==> config.mk <==
export PLATFORM = sky130hd
export DESIGN_NAME = rv32i_wb_sram_slave
export DESIGN_NICKNAME = d
export VERILOG_FILES = /design/src/rtl/rv32i_wb_pkg.sv /design/src/rtl/rv32i_sram_phase_timer.sv /design/src/rtl/rv32i_wb_sram_slave.sv
export SDC_FILE = /design/constraint.sdc
export NUM_CORES = 1
export LEC_CHECK = 0
export ABC_AREA = 1
export CORE_MARGIN = 4
export CORE_UTILIZATION = 40
export CTS_BUF_LIST = sky130_fd_sc_hd__clkbuf_16
export DETAILED_ROUTE_END_ITERATION = 8
export PLACE_DENSITY_LB_ADDON = 0.2
export SYNTH_ARGS = -nofsm -noshare
export SYNTH_HDL_FRONTEND = slang
export SYNTH_SLANG_ARGS = --single-unit
==> constraint.sdc <==
create_clock -name clk_i -period 2.65 [get_ports clk_i]
set_input_delay 0.53 -clock clk_i [delete_from_list [all_inputs] [get_ports clk_i]]
set_output_delay 0.53 -clock clk_i [all_outputs]
set_load 0.01 [all_outputs]
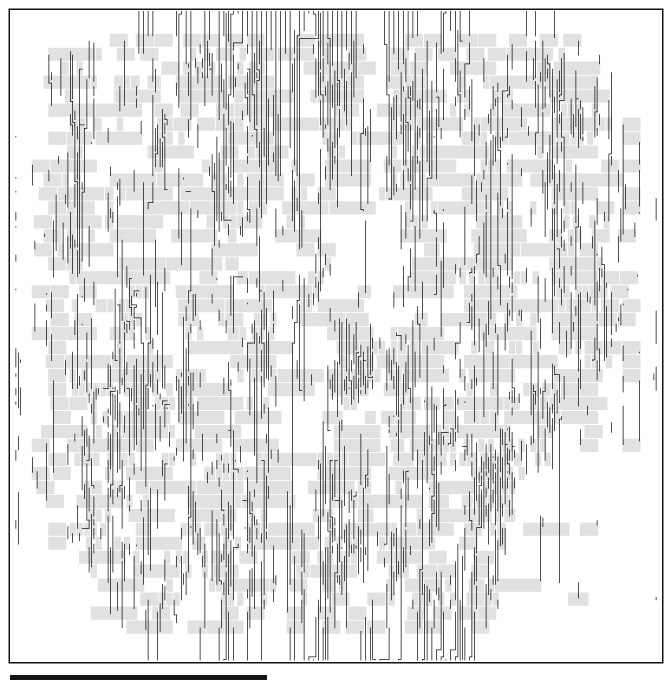
Figure 1: met2 routing.
Scale bar: 50 um.
longest straight run = 41.0 um
nets with wire on the layer = 726
share of all routed wire = 50%
main direction = vertical
wire length on this layer = 7250 um
routing usage on met2: 31.6%
via count: 4804
final WL: 14.5 mm

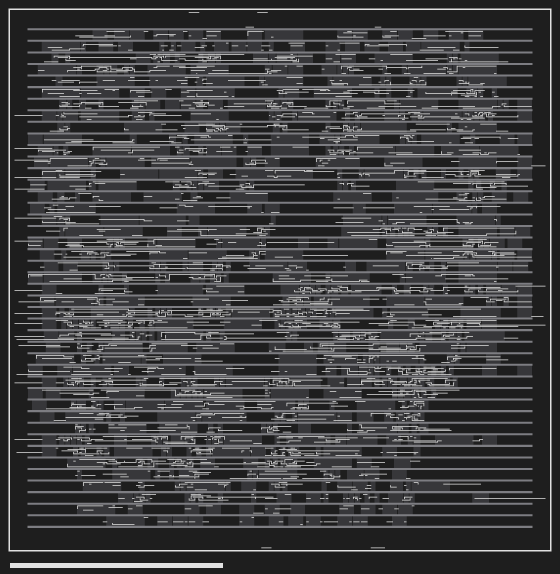
Figure 2: metal 1.
Scale bar: 50 um. Supply wires on this layer in grey.
longest straight run = 30.4 um
wire length on this layer = 6150 um
main direction = horizontal
share of all routed wire = 43%
nets with wire on the layer = 838
met1 Use GR: 24.0%

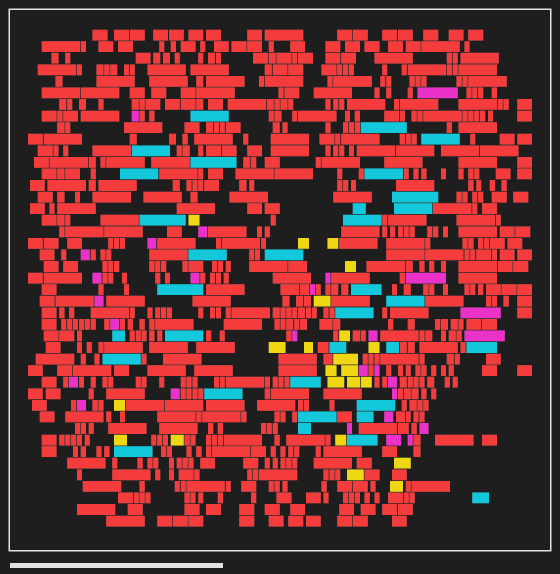
Figure 3: sizing map.
Scale bar: 50 um.
yellow -> drive 3 to 4  # cells 22, share 2.6%, most used buf_4
red -> drive 1 or less  # cells 762, share 90%, most used nand2_1
magenta -> drive 2  # cells 28, share 3.3%, most used nand2_2
cyan -> drive 6 and up  # cells 33, share 3.9%, most used clkbuf_16
Final Worst Setup Slack: 0.359 ns
Finished Cell Area: 0.00817 mm^2

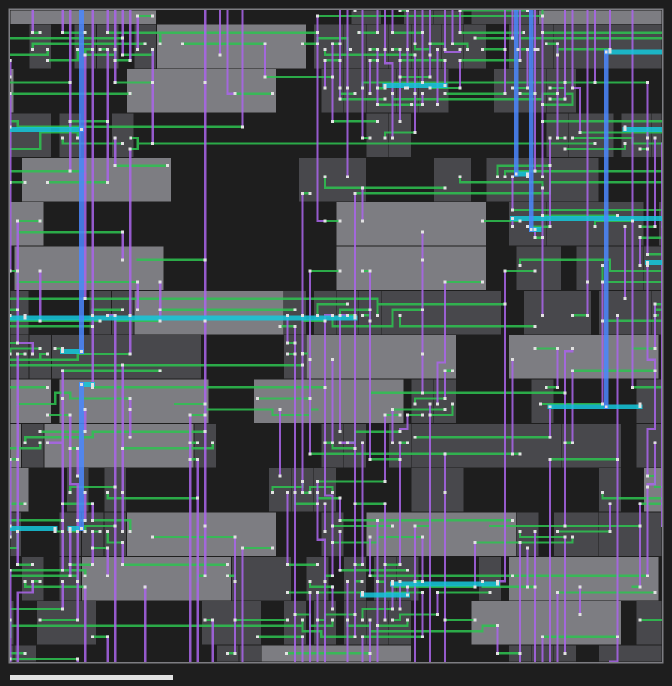
Figure 4: zoomed window.
Scale bar: 10 um. Window x 43 to 83, y 18 to 58 um. Cells in grey, sequential cells in the stronger grey; small squares are vias.
green -> met1
blue -> met4
purple -> met2
cyan -> met3
cells with their middle in the window = 107
most frequent = nand2_1 (52), dfrtp_1 (17), inv_1 (5)
sequential cells in the window = 17

==> impl_metrics.env <==
# implementation run metrics
export IMPL_status="finished, final reports clean"
export IMPL_logic_area_mm2=0.00195
export IMPL_min_period_over_period_pct=86.5
export IMPL_n_sequential_cell=136
export IMPL_syn_cell_area_mm2=0.00566
export IMPL_cp_start_kind="register"
export IMPL_ios=161
export IMPL_io_buffers=160
export IMPL_syn_nets=755
export IMPL_n_all_inverters=45
export IMPL_drt_iter0_drc=348
export IMPL_syn_instance_count=666
export IMPL_gr_usage_all_layers_pct=19.0
export IMPL_cts_tree="built"
export IMPL_setup_viol=0
export IMPL_relSlewSlack_pct=73.3
export IMPL_simple_gate_share_pct=28.8
export IMPL_ys_sh_xor_pct=0.155
export IMPL_crit_buf_inv=1
export IMPL_worst_setup_path_type="register to register"
export IMPL_rsz0062_at_grt="no"
export IMPL_grt_pass1_wl_mm=24.7
export IMPL_met3_length_um=806
export IMPL_synth_area_top_cells="dfrtp_1 58%, nand2_1 23%, o21ai_0 3.2%, inv_1 2.5%, dfstp_2 1.9%"
export IMPL_hold_violations=0
export IMPL_drt_drc_violations_left=0
export IMPL_mostFrequentLayoutCells="351 x nand2_1, 159 x clkdlybuf4s50_1, 132 x dfrtp_1"
export IMPL_largest_class="flip-flops and latches"
export IMPL_synthAdderAreaFrac_pct=0.442
export IMPL_crit_slowest_cell="dfrtp_1"
export IMPL_slew_viol_final=0
export IMPL_antenna_found_initial=0
export IMPL_critPathTopFamily="simple AND/OR/NAND/NOR gates"
export IMPL_cts_buffers=17
export IMPL_top_area_cell="dfrtp_1"
export IMPL_synth_most_common_cell="nand2_1"
export IMPL_nWellTaps=180
export IMPL_nets=921
export IMPL_htree_levels=4
export IMPL_tightest_slew_ns=0.400
export IMPL_core_area_mm2=0.0139
export IMPL_nMultiInputCombCells=459
export IMPL_grt_pass1_vias=5152
export IMPL_cts_sinks=136
export IMPL_crit_cells=13
export IMPL_cts_root_buf="clkbuf_16"
export IMPL_p_per_area_mw_per_mm2=636
export IMPL_ys_sh_aoi_pct=4.98
export IMPL_p_comb_share_pct=7.9
export IMPL_cp_arrival_ns=2.59
export IMPL_dr_pass1_iters=4
export IMPL_p_switching_mw=1.18
export IMPL_utilization_pct=58.8
export IMPL_n_clock_buffer=17
export IMPL_grt_max_degree=66
export IMPL_clock_skew_ns=0.00771
export IMPL_antenna_cells=0
export IMPL_seqPwrFrac_pct=41.4
==> power by group through the flow <==
stage / clock (mW) / combinational, mW / sequential [mW]
detailed placement: 0 / 0.410 / 2.18
global route: 2.79 / 0.464 / 2.15
CTS: 2.69 / 0.412 / 2.15
floorplan: 0 / 0.185 / 2.18
finish: 2.64 / 0.410 / 2.15
global placement: 0 / 0.390 / 2.18
==> per-stage QoR <==
step	hold WS [ns]	setup WS (ns)	area, um^2	std cells	total power, mW
after CTS	0.0317	0.359	8170	1025	5.25
final	0.0230	0.359	8170	1025	5.19
after global routing	0.0454	0.138	8170	1025	5.41
after floorplan	0.234	0.739	5660	666	2.37
after detailed placement	0.464	0.0663	7500	993	2.59
after global placement	0.455	0.158	7500	993	2.57
Power is estimated from default activity; no workload was simulated.
